### I/O nets highlighted

The bar under the picture is 20 um long.
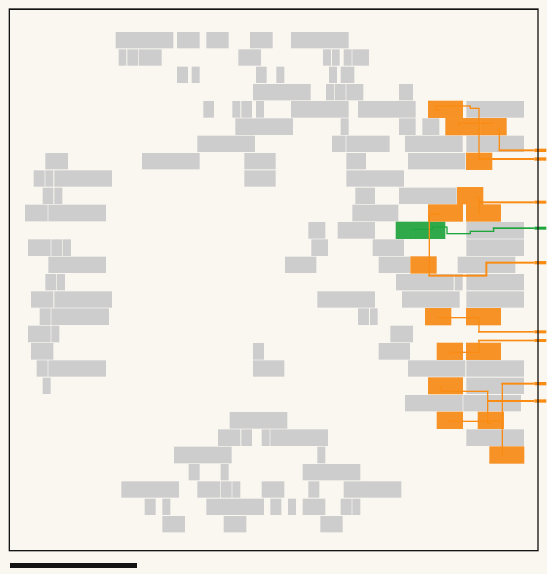
### Pin placement

Pins as bars across the die edge, other pins in gray.
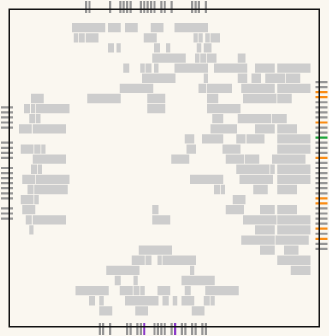
### The metal 3 layer

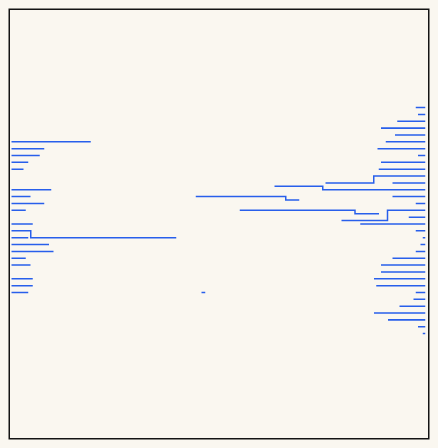
### Routed metal, one color a layer

Only two layers are drawn.
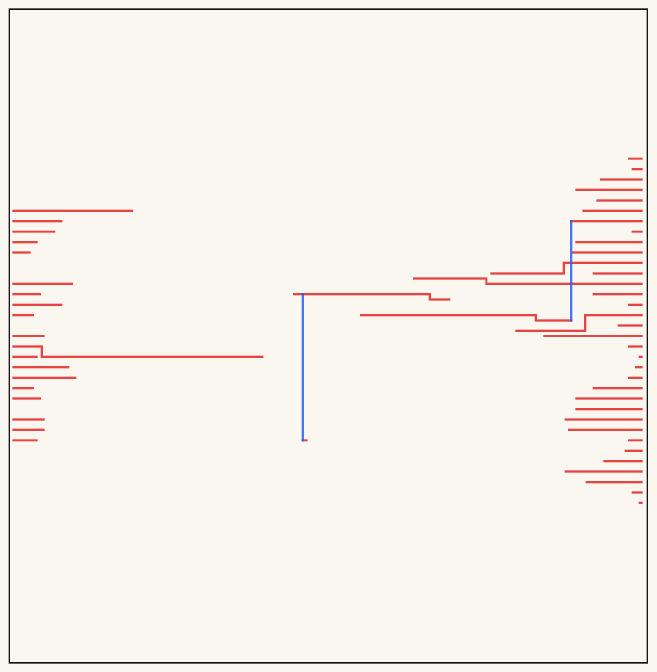
### Congestion heat map

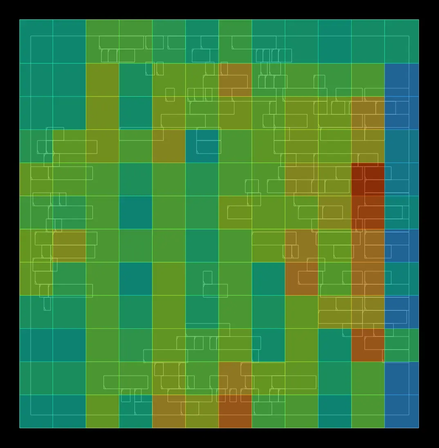
<file path="src/rtl/spell_mem_arbiter_pkg.sv">
// Shared encodings and arbitration rule for spell_mem_arbiter.
// Optional macro SPELL_MEM_ARB_ROUND_ROBIN_EN selects alternating priority on contention.
package spell_mem_arbiter_pkg;

  typedef enum logic [1:0] {
    ARB_IDLE    = 2'd0,
    ARB_ACCESS  = 2'd1,
    ARB_RELEASE = 2'd2
  } arb_state_e;

  typedef enum logic {
    OWNER_CORE = 1'b0,
    OWNER_HOST = 1'b1
  } owner_e;

  localparam logic [1:0] MEM_TYPE_NONE = 2'd0;
  localparam logic [1:0] MEM_TYPE_CODE = 2'd1;
  localparam logic [1:0] MEM_TYPE_DATA = 2'd2;

  typedef struct packed {
    logic   grant;
    owner_e who;
  } arb_pick_t;

  function automatic arb_pick_t pick_winner(input logic   core_sel,
                                            input logic   host_sel,
                                            input logic   host_lock,
                                            input owner_e last);
    arb_pick_t pick;
    logic      core_blocked;
    core_blocked = host_lock && (last == OWNER_HOST);
    pick.grant   = 1'b0;
    pick.who     = last;
    if (core_sel && host_sel && !core_blocked) begin
      pick.grant = 1'b1;
`ifdef SPELL_MEM_ARB_ROUND_ROBIN_EN
      pick.who   = (last == OWNER_HOST) ? OWNER_CORE : OWNER_HOST;
`else
      pick.who   = OWNER_HOST;
`endif
    end else if (host_sel) begin
      pick.grant = 1'b1;
      pick.who   = OWNER_HOST;
    end else if (core_sel && !core_blocked) begin
      pick.grant = 1'b1;
      pick.who   = OWNER_CORE;
    end
    return pick;
  endfunction

endpackage

</file>
<file path="src/rtl/spell_mem_arbiter.sv">
// Two-requester arbiter (spell core / Wishbone host) for the single spell memory port.
// Build option: SPELL_MEM_ARB_ROUND_ROBIN_EN (see spell_mem_arbiter_pkg::pick_winner).
module spell_mem_arbiter
  import spell_mem_arbiter_pkg::*;
#(
  parameter int ADDR_WIDTH = 8,
  parameter int DATA_WIDTH = 8,
  parameter int TYPE_WIDTH = 2
) (
  input  logic                  clock,
  input  logic                  reset,
  input  logic                  core_select,
  input  logic [ADDR_WIDTH-1:0] core_addr,
  input  logic [DATA_WIDTH-1:0] core_data_in,
  input  logic [TYPE_WIDTH-1:0] core_type,
  input  logic                  core_write,
  output logic [DATA_WIDTH-1:0] core_data_out,
  output logic                  core_ready,
  input  logic                  host_select,
  input  logic [ADDR_WIDTH-1:0] host_addr,
  input  logic [DATA_WIDTH-1:0] host_data_in,
  input  logic [TYPE_WIDTH-1:0] host_type,
  input  logic                  host_write,
  input  logic                  host_lock,
  output logic [DATA_WIDTH-1:0] host_data_out,
  output logic                  host_ready,
  output logic                  mem_select,
  output logic [ADDR_WIDTH-1:0] mem_addr,
  output logic [DATA_WIDTH-1:0] mem_data_in,
  output logic [TYPE_WIDTH-1:0] mem_type,
  output logic                  mem_write,
  input  logic [DATA_WIDTH-1:0] mem_data_out,
  input  logic                  mem_data_ready,
  output logic                  busy,
  output logic                  owner
);

  arb_state_e            state_q, state_d;
  owner_e                owner_q, owner_d;
  logic                  mem_select_q, mem_select_d;
  logic [ADDR_WIDTH-1:0] mem_addr_q, mem_addr_d;
  logic [DATA_WIDTH-1:0] mem_data_in_q, mem_data_in_d;
  logic [TYPE_WIDTH-1:0] mem_type_q, mem_type_d;
  logic                  mem_write_q, mem_write_d;
  logic                  core_ready_q, core_ready_d;
  logic                  host_ready_q, host_ready_d;
  logic [DATA_WIDTH-1:0] core_data_out_q, core_data_out_d;
  logic [DATA_WIDTH-1:0] host_data_out_q, host_data_out_d;
  arb_pick_t             pick;

  always_comb begin
    state_d         = state_q;
    owner_d         = owner_q;
    mem_select_d    = mem_select_q;
    mem_addr_d      = mem_addr_q;
    mem_data_in_d   = mem_data_in_q;
    mem_type_d      = mem_type_q;
    mem_write_d     = mem_write_q;
    core_ready_d    = 1'b0;
    host_ready_d    = 1'b0;
    core_data_out_d = core_data_out_q;
    host_data_out_d = host_data_out_q;
    pick            = pick_winner(core_select, host_select, host_lock, owner_q);

    case (state_q)
      ARB_IDLE: begin
        if (pick.grant) begin
          owner_d      = pick.who;
          mem_select_d = 1'b1;
          state_d      = ARB_ACCESS;
          if (pick.who == OWNER_HOST) begin
            mem_addr_d    = host_addr;
            mem_data_in_d = host_data_in;
            mem_type_d    = host_type;
            mem_write_d   = host_write;
          end else begin
            mem_addr_d    = core_addr;
            mem_data_in_d = core_data_in;
            mem_type_d    = core_type;
            mem_write_d   = core_write;
          end
        end
      end
      ARB_ACCESS: begin
        // Request inputs are ignored here; only the latched copy reaches memory.
        if (mem_select_q && mem_data_ready) begin
          mem_select_d = 1'b0;
          state_d      = ARB_RELEASE;
          if (owner_q == OWNER_HOST) begin
            host_data_out_d = mem_data_out;
            host_ready_d    = 1'b1;
          end else begin
            core_data_out_d = mem_data_out;
            core_ready_d    = 1'b1;
          end
        end
      end
      ARB_RELEASE: state_d = ARB_IDLE;
      default: begin
        state_d      = ARB_IDLE;
        mem_select_d = 1'b0;
      end
    endcase
  end

  always_ff @(posedge clock or posedge reset) begin
    if (reset) begin
      state_q         <= ARB_IDLE;
      owner_q         <= OWNER_CORE;
      mem_select_q    <= 1'b0;
      mem_addr_q      <= '0;
      mem_data_in_q   <= '0;
      mem_type_q      <= '0;
      mem_write_q     <= 1'b0;
      core_ready_q    <= 1'b0;
      host_ready_q    <= 1'b0;
      core_data_out_q <= '0;
      host_data_out_q <= '0;
    end else begin
      state_q         <= state_d;
      owner_q         <= owner_d;
      mem_select_q    <= mem_select_d;
      mem_addr_q      <= mem_addr_d;
      mem_data_in_q   <= mem_data_in_d;
      mem_type_q      <= mem_type_d;
      mem_write_q     <= mem_write_d;
      core_ready_q    <= core_ready_d;
      host_ready_q    <= host_ready_d;
      core_data_out_q <= core_data_out_d;
      host_data_out_q <= host_data_out_d;
    end
  end

  assign mem_select    = mem_select_q;
  assign mem_addr      = mem_addr_q;
  assign mem_data_in   = mem_data_in_q;
  assign mem_type      = mem_type_q;
  assign mem_write     = mem_write_q;
  assign core_ready    = core_ready_q;
  assign host_ready    = host_ready_q;
  assign core_data_out = core_data_out_q;
  assign host_data_out = host_data_out_q;
  assign busy          = (state_q != ARB_IDLE);
  assign owner         = owner_q;

endmodule

</file>
<file path="config.mk">
export PLATFORM = sky130hd
export DESIGN_NAME = spell_mem_arbiter
export DESIGN_NICKNAME = d
export VERILOG_FILES = /design/src/rtl/spell_mem_arbiter_pkg.sv /design/src/rtl/spell_mem_arbiter.sv
export SDC_FILE = /design/constraint.sdc
export NUM_CORES = 1
export LEC_CHECK = 0
export CORE_AREA = 2 2 81 83
export CTS_BUF_LIST = sky130_fd_sc_hd__clkbuf_8
export CTS_CLUSTER_SIZE = 16
export DETAILED_ROUTE_END_ITERATION = 12
export DIE_AREA = 0 0 83 85
export DONT_BUFFER_PORTS = 1
export SYNTH_ARGS = -nofsm -noshare
export SYNTH_HDL_FRONTEND = slang
export SYNTH_SLANG_ARGS = --single-unit
</file>
<file path="constraint.sdc">
create_clock -name clock -period 1.6 [get_ports clock]
set_input_delay 0.32 -clock clock [delete_from_list [all_inputs] [get_ports clock]]
set_output_delay 0.32 -clock clock [all_outputs]
set_load 0.005 [all_outputs]
</file>
==> results.txt <==
Results of the implementation run.

The multiplexer share of the synthesized area is 0.225. The area of placed instances came out at 1880 sq um. Looking at the reg2reg group, the worst path ends at core_data_out[0]. Setup repair after global routing left no endpoint under its margin. The clock latency at the later pin of the worst-skew pair came out at 280 ps. The effective utilization at floorplan came out at 0.287. The core occupancy in the finished layout came out at 0.319. The synthesis report gives the async set-or-reset register share as 1.00. The total detailed-routing wirelength came out at 3.38 mm. The vertical die dimension came out at 85 um. The core box area came out at 6200 sq um. In the synthesized netlist the dominant register cell turns out to be sky130_fd_sc_hd__dfrtp_1.

The area fraction in and, or, nand and nor cells after synthesis is 0.0856. The longest clock path from root to sink contains 2 buffers. The worst setup path is launched from a register. Across the routed clock network, the largest skew measured is 3.28 ps. Post-CTS timing repair inserted 0 buffers for setup.

For reference, the post-synthesis area per instance comes to 12.7 sq um. The launch point of the worst path is mem_select. The first-pass GRT wire length came out at 5.53 mm. The number of gates resized after cts came out at 0. The area added between synthesis and finish is 11.0%. The startpoint of the lowest-slack register-to-register path is mem_select. The clock H-tree reported by CTS has 2 levels. The post-synth count of flops with an enable pin is 0. The slew of the pin with the lowest slew margin is 525 ps.

In this run the power density over the cells is 1870 nW/um^2. The yosys-reported design area after synthesis came out at 1780 sq um. The maximum ir drop on the vdd rail is 0.666 mV. At the end of routability-driven placement, the weighted congestion stood at 0.725. The net count of the finished layout came out at 197. Summed over all nets, the switching power comes to 1220 uW. The reported max-cap violation count came out at 0. The flip-flop and latch count after synthesis came out at 41. STA classifies the critical path endpoint as a register. The row count came out at 29. The minimum setup slack in the final design came out at 123 ps. The slowest cell on the critical path is sky130_fd_sc_hd__dfrtp_1. Per STA, the highest per-stage delay on the worst path measures 400 ps.

Summing every instance area after synthesis gives 1780 sq um. For reference, the most critical setup path is categorized as register to register. The number of nets produced by synthesis is 192. The number of global-route vias before repair is 1,037.

The clock network fraction of total power is 0.197. Sorting the synthesized cells by how often they occur yields sky130_fd_sc_hd__dfrtp_1, sky130_fd_sc_hd__nand2_1, sky130_fd_sc_hd__mux2i_1. The via density per instance came out at 4.64. The register-to-register setup slack is 120 ps. In this run, power in flip-flops and latches comes to 1940 uW. The number of cells on the critical path came out at 5. The number of different library cells in the post-synthesis netlist came out at 22. The largest power group is registers. The run finished with clean final reports.

The final cell area excluding filler cells is 1980 sq um. Per the CTS log, the root buffer master is sky130_fd_sc_hd__clkbuf_8. The synthesized netlist cell count is 140. The switching power share of the total came out at 0.328.

Per the GRT congestion report, total overflow comes to 0. The final hold violation count came out at 0.
## Picture notes: 'I/O nets highlighted'
| port | color | bits | direction | edge | end cells | buffers | wire |
|---|---|---|---|---|---|---|---|
| host_lock | green | 1 | input | right | 2 | 0 | 21.3 um |
| mem_data_out | orange | 8 | input | right | 16 | 0 | 159 um |

## Picture notes: 'Pin placement'
| port | color | pins | direction | edge |
|---|---|---|---|---|
| host_lock | green | 1 | input | right |
| mem_data_out | orange | 8 | input | right |
| mem_type | purple | 2 | output | bottom |

## Picture notes: 'The metal 3 layer'
share of all routed wire: 12%
wire length on this layer: 404 um
main direction: horizontal
longest straight run: 28.8 um
nets with wire on the layer: 54

## Picture notes: 'Routed metal, one color a layer'
| layer | color | wire length |
|---|---|---|
| metal 3 | red | 404 um |
| metal 4 | blue | 32.0 um |

## Picture notes: 'Congestion heat map'
layer carrying the most global-route usage: met2
GRT Total Usage: 0.0984
grt met1 use: 0.116

[per-layer routing]
metal,vias up,part of all wire,routed length (um),track usage
met3,4,0.12,404,0.0535
met1,485,0.39,1330,0.116
met4,0,0.0092,31,0.0358
li1,487,-,-,-
met2,58,0.48,1620,0.152
met5,-,0,0,0
[cells in the final DEF (no fill, tap or decap)]
master,n
sky130_fd_sc_hd__o21ai_2,1
sky130_fd_sc_hd__and2b_1,1
sky130_fd_sc_hd__buf_4,4
sky130_fd_sc_hd__inv_1,2
sky130_fd_sc_hd__or3_1,1
sky130_fd_sc_hd__mux2_2,8
sky130_fd_sc_hd__nand2_2,2
sky130_fd_sc_hd__o21ai_1,10
sky130_fd_sc_hd__mux2_4,8
sky130_fd_sc_hd__a21oi_4,1
sky130_fd_sc_hd__dfrtp_1,41
sky130_fd_sc_hd__a22o_1,1
sky130_fd_sc_hd__clkbuf_8,7
sky130_fd_sc_hd__clkinv_2,1
sky130_fd_sc_hd__nand3b_1,1
sky130_fd_sc_hd__o21ai_0,10
sky130_fd_sc_hd__nor2_1,1
sky130_fd_sc_hd__nand2b_4,1
sky130_fd_sc_hd__a21boi_0,1
sky130_fd_sc_hd__nand2_1,22
sky130_fd_sc_hd__mux2i_1,19
sky130_fd_sc_hd__clkinv_1,1
sky130_fd_sc_hd__nor3b_4,1
sky130_fd_sc_hd__buf_12,1
[layout make-up]
type | instances | area (sq um)
Fill cell | 610 | 4230
Sequential cell | 41 | 1030
Multi-Input combinational cell | 89 | 694
Clock buffer | 7 | 96.3
Tap cell | 77 | 96.3
Timing Repair Buffer | 5 | 50.0
Inverter | 3 | 11.3
Clock inverter | 1 | 5.00
[sequential cells by signal (all words and copies together) (netlist names), 2 cells and up]
name and cells:
core_data_out 8, state_q 2, mem_addr 8, host_data_out 8
mem_data_in 8, mem_type 2
Power is estimated from default activity; no workload was simulated.
